### Track usage over the die, run 1

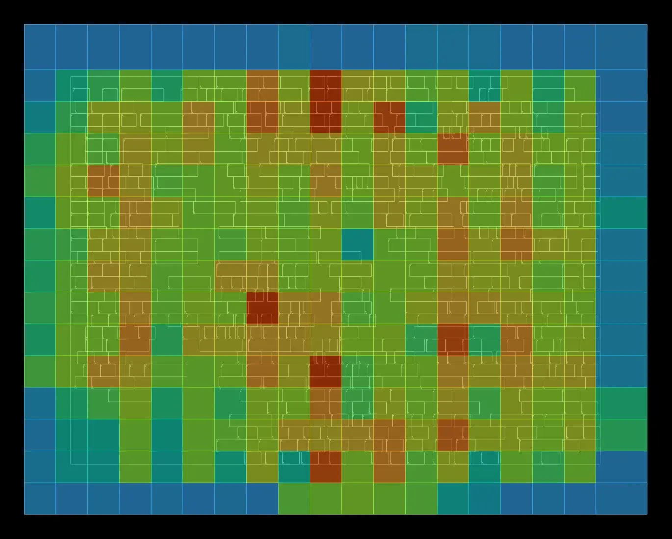
### Met3 routing, run 1

The bar under the picture is 50 µm long.
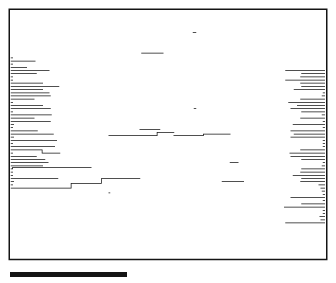
### Sequential cells coloured by netlist name, run 1

Other sequential cells in the stronger grey, the rest of the logic in the fainter grey.
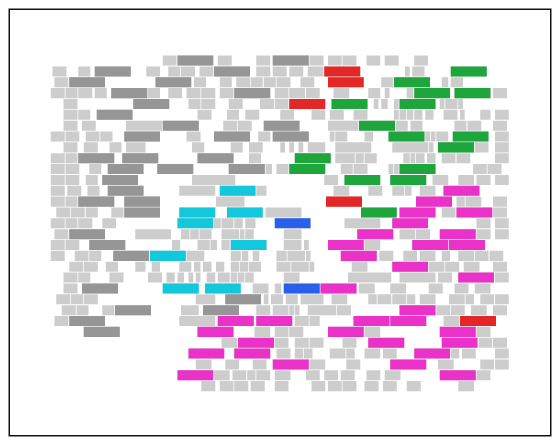
### M2 wires, run 1

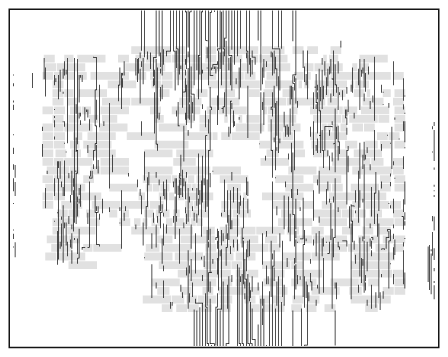
<file path="src/rtl/cache_call_responder_pkg.sv">
// ---------------------------------------------------------------------------
// cache_call_responder_pkg
//   Definitions shared by the cache call queue and its responder.
//   Contents:
//     state_t      - responder FSM states (2-bit encoding)
//     ADDR_W_DEF   - default address width
//     DATA_W_DEF   - default data width
//     EMPTY_HEAD   - queue-head value meaning "queue empty"
// ---------------------------------------------------------------------------
package cache_call_responder_pkg;

    typedef enum logic [1:0] {
        ST_IDLE  = 2'd0,
        ST_REQ   = 2'd1,
        ST_RESP  = 2'd2,
        ST_DRAIN = 2'd3
    } state_t;

    localparam int ADDR_W_DEF = 32;
    localparam int DATA_W_DEF = 32;

    // A zero head address is how the queue says it has nothing to offer.
    localparam int EMPTY_HEAD = 0;

endpackage

</file>
<file path="src/rtl/cache_call_responder_timeout.sv">
// ---------------------------------------------------------------------------
// resp_timeout_counter
//   Counts cycles spent waiting on memory and flags the last allowed cycle.
//   Ports:
//     i_clk     in   system clock, rising edge
//     i_rst_n   in   asynchronous active-low reset
//     i_clear   in   force the count back to zero
//     i_enable  in   advance the count by one
//     o_expire  out  high while the count sits on TIMEOUT-1
// ---------------------------------------------------------------------------
module resp_timeout_counter #(
    parameter int TIMEOUT = 255
) (
    input  logic i_clk,
    input  logic i_rst_n,
    input  logic i_clear,
    input  logic i_enable,
    output logic o_expire
);

    localparam int CNT_W = $clog2(TIMEOUT + 1);
    localparam logic [CNT_W-1:0] LAST = CNT_W'(TIMEOUT - 1);

    logic [CNT_W-1:0] r_count;

    // Wait-cycle counter: cleared outside the request phase, advanced
    // once per cycle that memory leaves the request unanswered.
    always_ff @(posedge i_clk or negedge i_rst_n) begin
        if (!i_rst_n) begin
            r_count <= '0;
        end else if (i_clear) begin
            r_count <= '0;
        end else if (i_enable) begin
            r_count <= r_count + CNT_W'(1);
        end
    end

    // The count reads zero in the first waiting cycle, so TIMEOUT-1 marks
    // the TIMEOUT-th cycle without an answer.
    assign o_expire = (r_count == LAST);

endmodule

</file>
<file path="src/rtl/cache_call_responder.sv">
// ---------------------------------------------------------------------------
// cache_call_responder
//   Consumer end of the cache call queue. Issues one memory read per queued
//   head address, returns the data tagged with rs1 to writeback, and pulses
//   done so the queue advances. One request in flight at a time.
//   Ports:
//     i_clk         in   system clock, rising edge
//     i_rst_n       in   asynchronous active-low reset
//     i_call_any    in   queue head address, 0 = queue empty
//     i_rs1         in   queue head destination tag
//     i_mem_ready   in   memory completes the current read this cycle
//     i_mem_rdata   in   read data, valid with i_mem_ready
//     o_mem_req     out  read request, held until i_mem_ready sampled high
//     o_mem_addr    out  latched request address
//     o_done        out  1-cycle pulse, head entry consumed
//     o_wb_valid    out  1-cycle pulse coincident with o_done
//     o_wb_rd       out  latched rs1 of the completed request
//     o_wb_data     out  read data (0 on timeout)
//     o_wb_err      out  1-cycle pulse with o_done on timeout
//     o_served_cnt  out  completed-request count (wraps, includes errors)
// ---------------------------------------------------------------------------
module cache_call_responder
    import cache_call_responder_pkg::*;
#(
    parameter int ADDR_W  = ADDR_W_DEF,
    parameter int DATA_W  = DATA_W_DEF,
    parameter int TIMEOUT = 255,
    parameter int DRAIN   = 1
) (
    input  logic              i_clk,
    input  logic              i_rst_n,
    input  logic [ADDR_W-1:0] i_call_any,
    input  logic [4:0]        i_rs1,
    input  logic              i_mem_ready,
    input  logic [DATA_W-1:0] i_mem_rdata,
    output logic              o_mem_req,
    output logic [ADDR_W-1:0] o_mem_addr,
    output logic              o_done,
    output logic              o_wb_valid,
    output logic [4:0]        o_wb_rd,
    output logic [DATA_W-1:0] o_wb_data,
    output logic              o_wb_err,
    output logic [15:0]       o_served_cnt
);

    localparam int DRAIN_W = $clog2(DRAIN + 1);
    localparam logic [DRAIN_W-1:0] DRAIN_LAST = DRAIN_W'(DRAIN - 1);

    state_t              r_state;
    state_t              w_stateNext;
    logic [DRAIN_W-1:0]  r_drainCnt;
    logic [DRAIN_W-1:0]  w_drainCntNext;
    logic                r_memReq,    w_memReqNext;
    logic [ADDR_W-1:0]   r_memAddr,   w_memAddrNext;
    logic                r_done,      w_doneNext;
    logic                r_wbErr,     w_wbErrNext;
    logic [4:0]          r_wbRd,      w_wbRdNext;
    logic [DATA_W-1:0]   r_wbData,    w_wbDataNext;
    logic [15:0]         r_servedCnt, w_servedCntNext;
    logic                w_headValid;
    logic                w_timerExpire;
    logic                w_complete;

    assign w_headValid = (i_call_any != ADDR_W'(EMPTY_HEAD));
    assign w_complete  = i_mem_ready || w_timerExpire;

    resp_timeout_counter #(
        .TIMEOUT (TIMEOUT)
    ) u_timer (
        .i_clk    (i_clk),
        .i_rst_n  (i_rst_n),
        .i_clear  (r_state != ST_REQ),
        .i_enable ((r_state == ST_REQ) && !i_mem_ready),
        .o_expire (w_timerExpire)
    );

    // State and output registers. Reset abandons any in-flight request
    // without completing it.
    always_ff @(posedge i_clk or negedge i_rst_n) begin
        if (!i_rst_n) begin
            r_state     <= ST_IDLE;
            r_drainCnt  <= '0;
            r_memReq    <= 1'b0;
            r_memAddr   <= '0;
            r_done      <= 1'b0;
            r_wbErr     <= 1'b0;
            r_wbRd      <= '0;
            r_wbData    <= '0;
            r_servedCnt <= '0;
        end else begin
            r_state     <= w_stateNext;
            r_drainCnt  <= w_drainCntNext;
            r_memReq    <= w_memReqNext;
            r_memAddr   <= w_memAddrNext;
            r_done      <= w_doneNext;
            r_wbErr     <= w_wbErrNext;
            r_wbRd      <= w_wbRdNext;
            r_wbData    <= w_wbDataNext;
            r_servedCnt <= w_servedCntNext;
        end
    end

    // Next-state logic. The drain phase keeps the stale queue head, which
    // only refreshes a couple of cycles after done, from being re-issued.
    always_comb begin
        w_stateNext = r_state;
        unique case (r_state)
            ST_IDLE:  if (w_headValid) w_stateNext = ST_REQ;
            ST_REQ:   if (w_complete) w_stateNext = ST_RESP;
            ST_RESP:  w_stateNext = ST_DRAIN;
            ST_DRAIN: if (r_drainCnt == DRAIN_LAST) w_stateNext = ST_IDLE;
            default:  w_stateNext = ST_IDLE;
        endcase
    end

    // Next values for the registered outputs. Completion results are loaded
    // on the REQ->RESP transition so done, wb_* and the new count all appear
    // together in the RESP cycle. Ready data beats a same-cycle timeout.
    always_comb begin
        w_drainCntNext  = '0;
        w_memReqNext    = r_memReq;
        w_memAddrNext   = r_memAddr;
        w_doneNext      = 1'b0;
        w_wbErrNext     = 1'b0;
        w_wbRdNext      = r_wbRd;
        w_wbDataNext    = r_wbData;
        w_servedCntNext = r_servedCnt;
        unique case (r_state)
            ST_IDLE: begin
                if (w_headValid) begin
                    w_memAddrNext = i_call_any;
                    w_wbRdNext    = i_rs1;
                    w_memReqNext  = 1'b1;
                end
            end
            ST_REQ: begin
                if (w_complete) begin
                    w_memReqNext    = 1'b0;
                    w_doneNext      = 1'b1;
                    w_servedCntNext = r_servedCnt + 16'd1;
                    if (i_mem_ready) begin
                        w_wbDataNext = i_mem_rdata;
                    end else begin
                        w_wbDataNext = '0;
                        w_wbErrNext  = 1'b1;
                    end
                end
            end
            ST_DRAIN: begin
                if (r_drainCnt != DRAIN_LAST) begin
                    w_drainCntNext = r_drainCnt + DRAIN_W'(1);
                end
            end
            default: ;
        endcase
    end

    assign o_mem_req    = r_memReq;
    assign o_mem_addr   = r_memAddr;
    assign o_done       = r_done;
    assign o_wb_valid   = r_done;
    assign o_wb_rd      = r_wbRd;
    assign o_wb_data    = r_wbData;
    assign o_wb_err     = r_wbErr;
    assign o_served_cnt = r_servedCnt;

endmodule

</file>
<file path="config.mk">
export PLATFORM = sky130hd
export DESIGN_NAME = cache_call_responder
export DESIGN_NICKNAME = d
export VERILOG_FILES = /design/src/rtl/cache_call_responder_pkg.sv /design/src/rtl/cache_call_responder_timeout.sv /design/src/rtl/cache_call_responder.sv
export SDC_FILE = /design/constraint.sdc
export NUM_CORES = 1
export LEC_CHECK = 0
export CAP_MARGIN = 15
export CORE_ASPECT_RATIO = 0.75
export CORE_MARGIN = 10
export CORE_UTILIZATION = 40
export CTS_CLUSTER_SIZE = 12
export DETAILED_ROUTE_END_ITERATION = 6
export PLACE_DENSITY = 0.75
export SYNTH_ARGS = -nofsm -noshare
export SYNTH_HDL_FRONTEND = slang
export SYNTH_SLANG_ARGS = --single-unit
</file>
<file path="constraint.sdc">
create_clock -name i_clk -period 2.9 [get_ports i_clk]
set_input_delay 0.58 -clock i_clk [delete_from_list [all_inputs] [get_ports i_clk]]
set_output_delay 0.58 -clock i_clk [all_outputs]
set_load 0.03 [all_outputs]
</file>
==> notes.md, run 1 <==
From the run reports.

- The final setup violation count is 0.
- The first detailed-routing pass took 4 iterations.
- The most critical setup path has its startpoint at i_call_any[17].
- The clock-pin slew on the worst setup and hold paths is 60 ps.
- Hold repair after CTS inserted 0 buffers.
- The kind of start point of the critical path is an input pin.
- The synthesis report names the predominant flop master as sky130_fd_sc_hd__dfrtp_1.
- The final hold slack is around 260 ps.
- The CTS tree is done.
- In the final design, more cell area goes to registers than to any other class.
- For this design the ratio of total power to cell area is between 1000 and 1500 nW/µm².
- By startpoint and endpoint, the worst setup path is classified as in2reg.
- The sequential power share reads 0.324.
- The flow ran to the end, and the final reports show no timing, DRC or antenna violations.
- The final total power reads 6.90 mW.
- The count of H-tree levels built during CTS is 3.
- The largest net degree at the start of global routing reads about 51.
- The total wirelength of the detailed-routed design is around 11 mm.
- Summed over all cells, the static leakage comes to between 2 and 3 nW.
- After clock tree synthesis, the repair step resized 0 gates.
- Once the clock tree was built, the setup fixing pass inserted 0 buffers.
- The number of cells traversed by the worst register-to-register path is 5.
- The share of the yosys chip area belonging to registers is 0.614.
- The source of the worst register-to-register timing path reads r_state[1].
- During I/O placement, the number of pins put on the boundary was 161.
- The post-placement cell count is about 580.
- The final report gives the standard cell area, fillers excluded, as 6070 µm².
- The clock passes through at most 2 buffers.
- The flop share of the area reads 0.404.
- The fraction of power spent switching nets is 0.378.
- The number of nets still failing antenna checks after routing reads 0.
- The worst setup path endpoint is o_mem_addr[25].
- Of all flip-flops after synthesis, the portion carrying an async set or reset was 1.00.
- The total area inside the core boundary comes to 9700 µm².
- The net count after synthesis reads 370.
- The worst register-to-register path ends at o_wb_data[7].
- The share of the final layout cell area in multi-input gates is 0.234.
- The total cell area reported by yosys after synthesis reads 3990 µm².
- The fmax is around 410 MHz.
- The group with the largest share of power is combinational logic.
- The global-route wire length before repair reads 16.9 mm.
- The max-slew check reports its worst relative slack as 0.237.
- The combinational gate area reads 1420 µm².
- The minimum clock period after layout is between 2000 and 2500 ps.
- The initial antenna violation count is 0.
- The clock tree skew after final layout is ~6.3 ps.
- The analysis reports a worst IR drop on VDD of 0.559 mV.
- The placement-stage worst setup slack reads ~170 ps.
- The slew at the pin closest to its max-slew limit is about 1100 ps.
- After layout, the buffer instance count without clock buffers stands at roughly 170.
- The number of standard cells in the final layout excluding fillers reads around 600.
- The setup slack of the worst register-to-register path reads approximately 800 ps.
- The number of distinct library cells after synthesis reads 34.
- The overall die height reads around 110 µm.
- The average size of a mapped cell is approximately 14 µm².
- The script parses the final routing iteration and logs DRC violations as 0.
- Per the layout area report, the register area comes to 2450 µm².
- The number of global-route vias before repair is between 3000 and 4000.
- The power dissipated in the clock network reads 1.31 mW.
- The summed negative setup slack over all endpoints reads 0 ps.
- The layout summary lists the proportion of cells stronger than drive strength 1 as 0.148.
- Max-cap violations in this run came to 0.
- The data arrival time of the critical path reads 2650 ps.
- The proportion of final cell area spent on non-clock buffers reads 0.274.
- The number of vias in the routed layout reads 2898.
- The well-tap cell count reads between 100 and 150.
- Setup slack closes at approximately 460 ps.
- Per the layout report, the design carries 12 clock buffers.
- Setup repair after global routing left no endpoint under its margin.
- The total of warnings raised by yosys reads 0.
- The horizontal extent of the die reads 135 µm.
- The count of antenna diodes in the layout is 0.
- The floorplan step defined a die boundary enclosing 14400 µm².
- The tree built by TritonCTS fans out to 98 sinks.
- The number of warnings the tools reported reads 30.
- The sequential cell count reads about 100.
- The highest fanout seen on the critical path is 14.
- The placement-stage cell area is 5730 µm².
- In the layout the commonest cells are sky130_fd_sc_hd__clkdlybuf4s50_1, sky130_fd_sc_hd__dfrtp_1, sky130_fd_sc_hd__mux2_2.
- The share of total power dissipated in the clock network is 0.190.
- The power drawn by the combinational cells reads about 3.4 mW.
- The clock reaches the later pin of the worst-skew pair after 330 ps.
- The area of the mapped netlist is 3990 µm².
- The count of non-CTS inverters in the layout reads 8.
- The total number of nets in the final design is about 530.
- The required time reported for the critical path endpoint reads just over 3000 ps.
- After the first detailed-routing iteration, the DRC count stood at roughly 160.
- The filler cell count in the final layout is 766.
## Picture notes: 'Track usage over the die'
drt wl/cell: 17.8 µm
global routing usage on met2: 0.217
layer with the highest usage: met2
global-route usage over all layers: 0.145
final cell utilization of the core: 0.626

## Picture notes: 'Met3 routing'
95 nets have wire on it. The wires run mostly horizontal. The layer holds 9.1% of the routed length. The layer carries 963 µm of wire. The longest straight run is 33.6 µm.

## Picture notes: 'Sequential cells coloured by netlist name'
Cyan shows u_timer.r_count, sequential cells 8. Magenta shows o_mem_addr, sequential cells 32. Red shows o_wb_rd, sequential cells 5. Green shows o_served_cnt, sequential cells 16. Blue shows r_state, sequential cells 2.

## Picture notes: 'M2 wires'
The longest straight run is 52.0 µm. 469 nets have wire on it.

[run 1: synthesized netlist by cell type (all sizes together), types with 2 or more instances]
library cell	instances	share of area
or3	3	0.0047
xor2	7	0.015
inv	7	0.0066
nand3	8	0.011
and2	7	0.011
nand2	12	0.011
nor3	5	0.0075
xnor2	12	0.026
nor2	9	0.0091
nand2b	2	0.0031
a21boi	2	0.0038
buf	4	0.013
ha	7	0.022
a22o	32	0.070
mux2	38	0.11
nand4	8	0.018
nor4	8	0.013
dfrtp	98	0.61
o21ai	6	0.011
clkbuf	9	0.0085
and3	2	0.0031
[run 1: registers in the layout (all words and copies together) (netlist names)]
| name | cells |
|---|---|
| o_mem_addr | 32 |
| o_wb_rd | 5 |
| o_served_cnt | 16 |
| u_timer.r_count | 8 |
| o_wb_err | 1 |
| r_state | 2 |
| o_mem_req | 1 |
| o_wb_data | 32 |
| o_done | 1 |
[run 1: cells by family after synthesis]
group,count (synthesis),share of synthesized area
xor gates and xnor gates,19,0.0417
AOI/OAI and AO/OA,42,0.0897
DFF,98,0.614
buffers and inverters,21,0.0295
and+or+nand+nor,65,0.0931
adders and majority gates,7,0.0219
muxes,39,0.110
[run 1: critical path, cell delays in order]
cell                              delay, ps
sky130_fd_sc_hd__clkdlybuf4s50_1        420
sky130_fd_sc_hd__nor4_1                 470
sky130_fd_sc_hd__nand4_1                290
sky130_fd_sc_hd__o21ai_4                250
sky130_fd_sc_hd__buf_4                  260
sky130_fd_sc_hd__mux2_2                 370
[run 1: metal layers]
layer	track usage	wire length (µm)	vias to the layer above	part of all wire
met3	0.0635	963	8	0.091
met5	0	0	-	0
met4	0.0406	90	0	0.0085
li1	-	-	1365	-
met1	0.186	4820	1421	0.46
met2	0.217	4670	104	0.44
### Gate families picked out, run 1

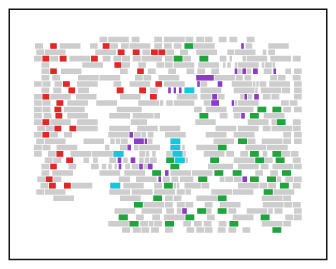

## Run 2: what changed since run 1
CORE_UTILIZATION = 39   (was 40)
PLACE_DENSITY = 0.76   (was 0.75)
clock period = 2.2 ns   (was 2.9 ns; I/O delays follow)
### Gate families picked out, run 2

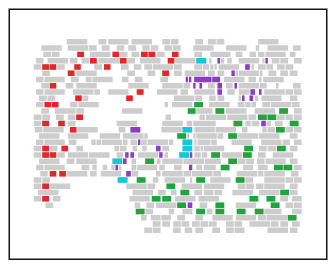
Cyan shows fa/ha/maj cells, cells 7, most used ha_1, where middle. Purple shows nand cells, cells 30, most used nand2_1. Green shows mux cells, cells 39, most used mux2_2. Red shows non-inverting ao/oa cells, cells 32, most used a22o_1.

### Met3 routing, run 2

The bar under the picture is 50 µm long.
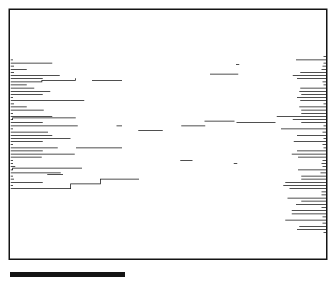
The longest straight run is 31.5 µm. The layer carries 1150 µm of wire.

==> notes.md, run 2 <==
From the run reports.

- The fraction of the core area occupied by cells at floorplan reads 0.407.
- The sequential power share reads 0.327 (+0.003).
- The data arrival time of the critical path is 2400 ps (-250 ps).
- The net count after synthesis is 370 (unchanged).
- The largest net degree at the start of global routing reads 58 (+14%).
- The number of standard cells in the final layout excluding fillers came to 611 (+3.4%).
- The cell count after synthesis is 291.
- The area fraction in full adders, half adders and majority gates reads 0.0219 (unchanged).
- The count of antenna diodes in the layout reads 0 (unchanged).
- The number of cells in the yosys synthesis report reads 291.
- The total CTS buffers reads 9.
- The timing report attributes the biggest portion of critical-path delay to buffers and inverters.
- The area of the mapped netlist came to 3990 µm² (unchanged).
- The minimum clock period after layout reads roughly 2200 ps.
- The clock-pin slew on the worst setup and hold paths was 70 ps (about the same).
- The highest fanout seen on the critical path reads 7 (-7).
- The power density over the cells reads 1450 nW/µm² (+27%).
- The global-route wire length before repair reads 17.4 mm (+3.0%).
- The fmax is 459 MHz.
- The worst setup path is captured at a flop.
- The required time reported for the critical path endpoint reads 2430 ps (-680 ps).
- The destination of the worst register-to-register timing path reads o_served_cnt[12].
- The share of synthesized area spent on multiplexers is 0.110 (unchanged).
- Ranking logic cells in the layout by count gives the top entries sky130_fd_sc_hd__clkdlybuf4s50_1, sky130_fd_sc_hd__dfrtp_1, sky130_fd_sc_hd__mux2_2.
- The run finished with clean final reports.
- The fraction of power spent switching nets is 0.396 (+0.0171).
- The fraction of power consumed by the clock network came to 0.166 (-0.024).
- The worst slew margin relative to its limit is 0.754 (+0.517).
- The worst hold path begins at i_call_any[25].
- The total wirelength of the detailed-routed design is 11.4 mm (+8.4%).
- The maximum ir drop on the vdd rail reads 0.778 mV (+39%).
- The max capacitance violation total reads 0 (unchanged).
- The final setup violation count is 0 (unchanged).
- The clock sink total is 98 (unchanged).
- The number of search-and-repair iterations in the first detailed-routing pass reads 4 (unchanged).
- The routed length per placed instance reads 18.7 µm (+4.8%).
- The synthesis stats list as the most numerous cell sky130_fd_sc_hd__dfrtp_1.
- Buffers placed on the I/O ports in this run total approximately 160.
- The area share of and/or/nand/nor cells after synthesis is 0.0931 (unchanged).
- The detailed-route vias per instance is slightly below 5.
- The clock insertion delay at the later pin of the skew report is 340 ps (about the same).
- The number of vias in the routed layout was 3034 (+4.7%).
- The number of distinct library cells after synthesis is 34 (unchanged).
- The class of the tightest hold or removal check reads in2reg.
- The area of the die reads 14700 µm² (+2.1%).
- The total of warnings raised by yosys is 0 (unchanged).
- The xor/xnor share of the synthesized area reads 0.0417 (unchanged).
- The cell depth of the worst hold path is 2.
- The setup slack of the worst register-to-register path is 310 ps (-500 ps).
- By area the synthesized netlist is led by sky130_fd_sc_hd__dfrtp_1, sky130_fd_sc_hd__mux2_2, sky130_fd_sc_hd__a22o_1, sky130_fd_sc_hd__xnor2_1, sky130_fd_sc_hd__ha_1.
- The final total power is 9.08 mW (+32%).
- The post-placement cell count reads 589 (+2.4%).
- The post-synthesis share of cell area spent on and-or and or-and gates is 0.0897 (unchanged).
- The fraction of final layout cells with drive strength greater than 1 is 0.196 (+0.0481).
- The overall die height reads 108 µm (+1.0%).
- The worst-case setup margin in the final layout is 22.5 ps (-441 ps).
- The area share of the largest cell type after synthesis reads 0.614 (unchanged).
- The fraction of registers with async set/reset reads 1.00 (unchanged).
- The cell type with the largest total area after synthesis is sky130_fd_sc_hd__dfrtp_1.
- The leading cell type in the layout, fill and taps excluded reads sky130_fd_sc_hd__clkdlybuf4s50_1.
- The number of warnings the tools reported was 30 (unchanged).
- TritonCTS built the clock tree.
- The slew at the pin closest to its max-slew limit is 369 ps (-776 ps).
- The total number of nets in the final design reads 553 (+3.8%).
- The largest individual stage delay along the critical path comes from the cell sky130_fd_sc_hd__clkdlybuf4s50_1.
- The number of nets still failing antenna checks after routing is 0 (unchanged).
- The critical path goes through clkdlybuf4s50_1 -> nor4_2 -> buf_4 -> nand4_1 -> o21ai_4 -> clkbuf_16 -> mux2_2.
- The initial antenna violation count is 0 (unchanged).
- The type of the setup path with the least slack reads in2reg.
- The number of violations reported at the end of detailed-routing iteration 0 reads 196 (+20%).
- The source of the worst register-to-register timing path reads u_timer.r_count[0].
- The total cell area reported by yosys after synthesis is 3990 µm² (unchanged).
- The flop and latch count out of synthesis is 98.
- The number of buffer and inverter stages on the critical path is 3 (+1).
- The worst setup path is launched from an input pin.
- The share of the yosys chip area belonging to registers is 0.614 (unchanged).
- The placement-stage worst setup slack is -425 ps (-592 ps).
- The clock tree skew after final layout was 5.83 ps (-0.484 ps).
- The horizontal extent of the die was 137 µm (+1.1%).
- The internal portion of the total power is about 5.5 mW.
- The static leakage reads 2.75 nW (+4.7%).
- The ratio of final minimum period to clock period is 0.990.
- The average size of a mapped cell came to 13.7 µm² (unchanged).
- The power report attributes to the combinational group a share of 0.507.
- The number of cells traversed by the worst register-to-register path is 9 (+4).
- The dominant register cell reads sky130_fd_sc_hd__dfrtp_1.
- The detailed-route DRC error count was 0 (unchanged).
- The count of H-tree levels built during CTS reads 3 (unchanged).
- The delay of the slowest cell on the worst path reads 440 ps (-30 ps).
- In the final report, the number of pins over their slew limit comes to 0.
- The number of global-route vias before repair is 3336 (+6.4%).
- The top-level I/O count is 161 (unchanged).
- By count the netlist is led by sky130_fd_sc_hd__dfrtp_1, sky130_fd_sc_hd__mux2_2, sky130_fd_sc_hd__a22o_1, sky130_fd_sc_hd__nand2_1, sky130_fd_sc_hd__xnor2_1.
- The dominant non-sequential cell family after synthesis is multiplexers.
- The aggregate global-route resource usage is 0.148 (+0.00300).
- The placeable core region came to 9810 µm² (+1.2%).
- The maximum count of clock buffers along a single path reads 2 (unchanged).
-- run 2: power groups by stage --
stage	logic, mW	clock network [mW]	registers (mW)
detailed placement	4.52	0	2.99
global route	4.84	1.61	3.05
floorplan	1.28	0	4.26
finish	4.60	1.50	2.97
CTS	4.54	1.55	2.97
global placement	4.44	0	2.96
-- run 2: stage by stage --
stage,hold slack (ps),setup TNS [ps],instance area [µm²],utilization
CTS,491,0,6140,0.626
detailed placement,345,-15670,5840,0.595
floorplan,144,0,3990,-
finish,405,0,6280,0.640
global route,402,-789,6280,0.640
global placement,348,-15320,5840,0.595
-- run 2: area by class of cell --
type	count	area, µm²
tap	132	165
fill	733	3540
timing repair buffer	185	1850
inverter	8	31.3
multi-input combinational	172	1490
clock inverter	6	50.0
clock buffer	10	239
sequential	98	2450
-- run 2: how the worst max path moves through the flow --
stage                              start        endpoint  slack, ps  cells after the start
after floorplan           i_call_any[26]  o_mem_addr[10]        310                      5
after global placement    i_call_any[17]  o_mem_addr[28]       -400                      7
after detailed placement  i_call_any[17]  o_mem_addr[28]       -430                      7
after CTS                 i_call_any[17]      r_state[1]          1                      6
after global routing      i_call_any[30]      o_wb_rd[2]        -40                      7
final                     i_call_any[30]      o_wb_rd[2]         20                      7
-- run 2: timing repair --
action,4_1_cts,5_1_grt
buffers inserted,0,3
gates resized,1,14
pin swaps,2,5
hold endpoints to repair,20,0
endpoints found under the setup margin,37,38
hold buffers,1,0
cloned,0,2
-- run 2: per-layer routing --
metal  vias up  share of wire  track usage
li1       1402              -            -
met1      1509           0.42        0.169
met2       115           0.47        0.247
met3         8           0.10       0.0662
met4         0         0.0082       0.0390
met5         -              0            0
Power and IR drop assume default switching activity.
